Design formation_mover, sky130hd; sources not shown.
==> images/pdn.png <==
The bar under the picture is 20 um long. Pins as bars on the die edge.
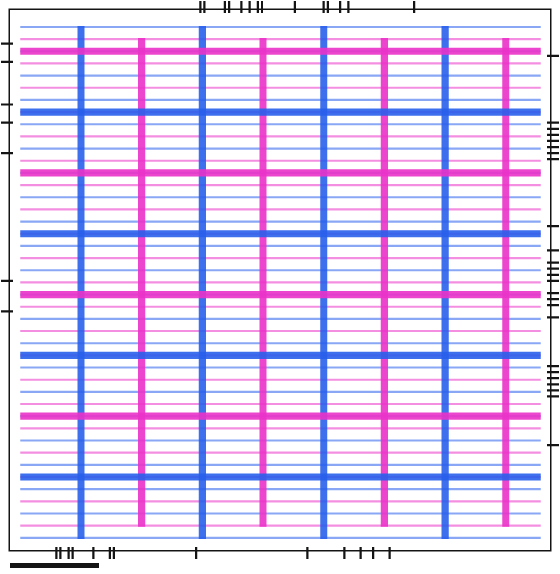
VDD -> magenta
VSS -> blue
met5 straps = 8
signal pins = 59
rows = 42
met1 rails = 43
met4 straps = 8
largest vdd supply drop: 0.140 mV
die y size: 121 um

==> images/cell_classes.png <==
The bar under the picture is 20 um long.
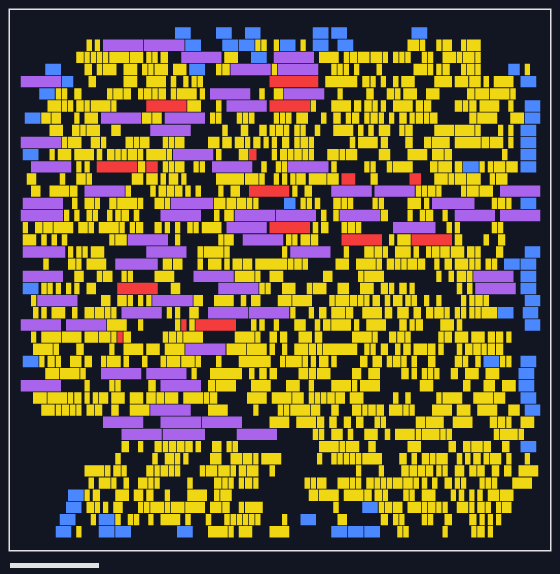
all other logic -> yellow  # cells 978, share of their area 69%
clock drivers and dummy loads -> red  # cells 16, share of their area 3.6%
flops -> purple  # cells 64, share of their area 20%
other buffers and delay cells -> blue  # cells 61, share of their area 7.5%
area of all placed cells without fillers: 8280 um^2
Core Rows: 42
floorplan core area: 13300 um^2
Final Util: 62.3%

==> images/clock_map.png <==
The bar under the picture is 20 um long.
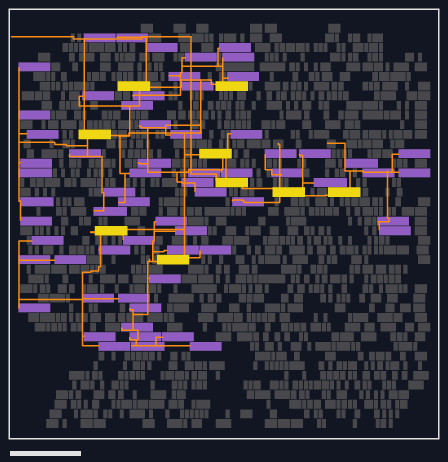
clock wires -> orange  # length 1000 um
cells driving clock nets -> yellow  # count 9
flip-flops -> purple  # count 64
routed clock nets = 10
power in the clock group: 0.000331 W
Latency at later pin: 340 ps
clock network fraction of design power: 14.4%

==> images/metal_stack.png <==
Only two layers are drawn.
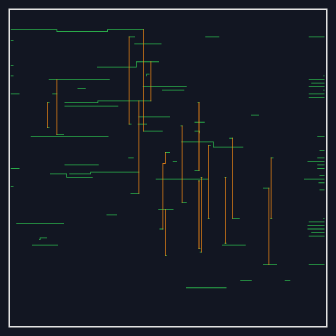
met3 -> green  # wire length 576 um
met4 -> orange  # wire length 446 um
total wire length after detailed routing: 18700 um
final routed wire length divided by cell count: 14.4 um
all-layer global routing usage: 26.4%
vias after detailed routing: 6929

==> flow_metrics.env <==
# implementation run metrics
export IMPL_status="completed"
export IMPL_design_power_total_w=0.00231
export IMPL_ctsHoldBuffers=0
export IMPL_synth_top_cells_by_count="sky130_fd_sc_hd__nand2_1 (242), sky130_fd_sc_hd__inv_1 (161), sky130_fd_sc_hd__nand3_1 (79), sky130_fd_sc_hd__nor2_1 (79), sky130_fd_sc_hd__ha_1 (77)"
export IMPL_hp_class="reg -> reg"
export IMPL_die_width_um=121
export IMPL_route_top_layer_used="met4"
export IMPL_netlist_top_cells_area="sky130_fd_sc_hd__dfrtp_1 (19%), sky130_fd_sc_hd__ha_1 (13%), sky130_fd_sc_hd__nand2_1 (12%), sky130_fd_sc_hd__inv_1 (8.1%), sky130_fd_sc_hd__xor2_1 (5.5%)"
export IMPL_gp_congestion=0.893
export IMPL_timing_setup_tns_ps=0
export IMPL_core_util_floorplan_pct=56.4
export IMPL_synth_area_leader_cell="sky130_fd_sc_hd__dfrtp_1"
export IMPL_htree_num_levels=3
export IMPL_critPathMaxStageDelay_ps=550
export IMPL_finalNetCount=1229
export IMPL_top_usage_layer="met2"
export IMPL_crit_type="reg -> reg"
export IMPL_edf_count=0
export IMPL_worstPathArrival_ps=5390
export IMPL_critPathLaunchType="register"
export IMPL_postRouteAntennaNets=0
export IMPL_synth_async_sr_flop_share_pct=100
export IMPL_maxPowerGroup="combinational cells"
==> cells by family (layout without fill, tap and decap cells) <==
kind of cell | count (synthesis) | after routing | synth area share, %
AND/OR/NAND/NOR | 506 | 506 | 31.2
buffers and inverters | 213 | 245 | 13.0
AND-OR/OR-AND | 157 | 157 | 12.8
adder cells (fa/ha/maj) | 81 | 81 | 13.9
flip-flops | 64 | 64 | 21.5
XOR/XNOR | 62 | 62 | 7.34
other | 1 | 3 | 0.0500
multiplexers | 1 | 1 | 0.134
==> cell type report <==
class | count | area [um^2]
Clock buffer | 11 | 233
Clock inverter | 5 | 58.8
Fill cell | 1280 | 5020
Inverter | 168 | 636
Multi-Input combinational cell | 810 | 4920
Sequential cell | 64 | 1610
Tap cell | 176 | 220
Timing Repair Buffer | 61 | 603
Power figures rest on the tool's default switching activity, not on a simulated workload.
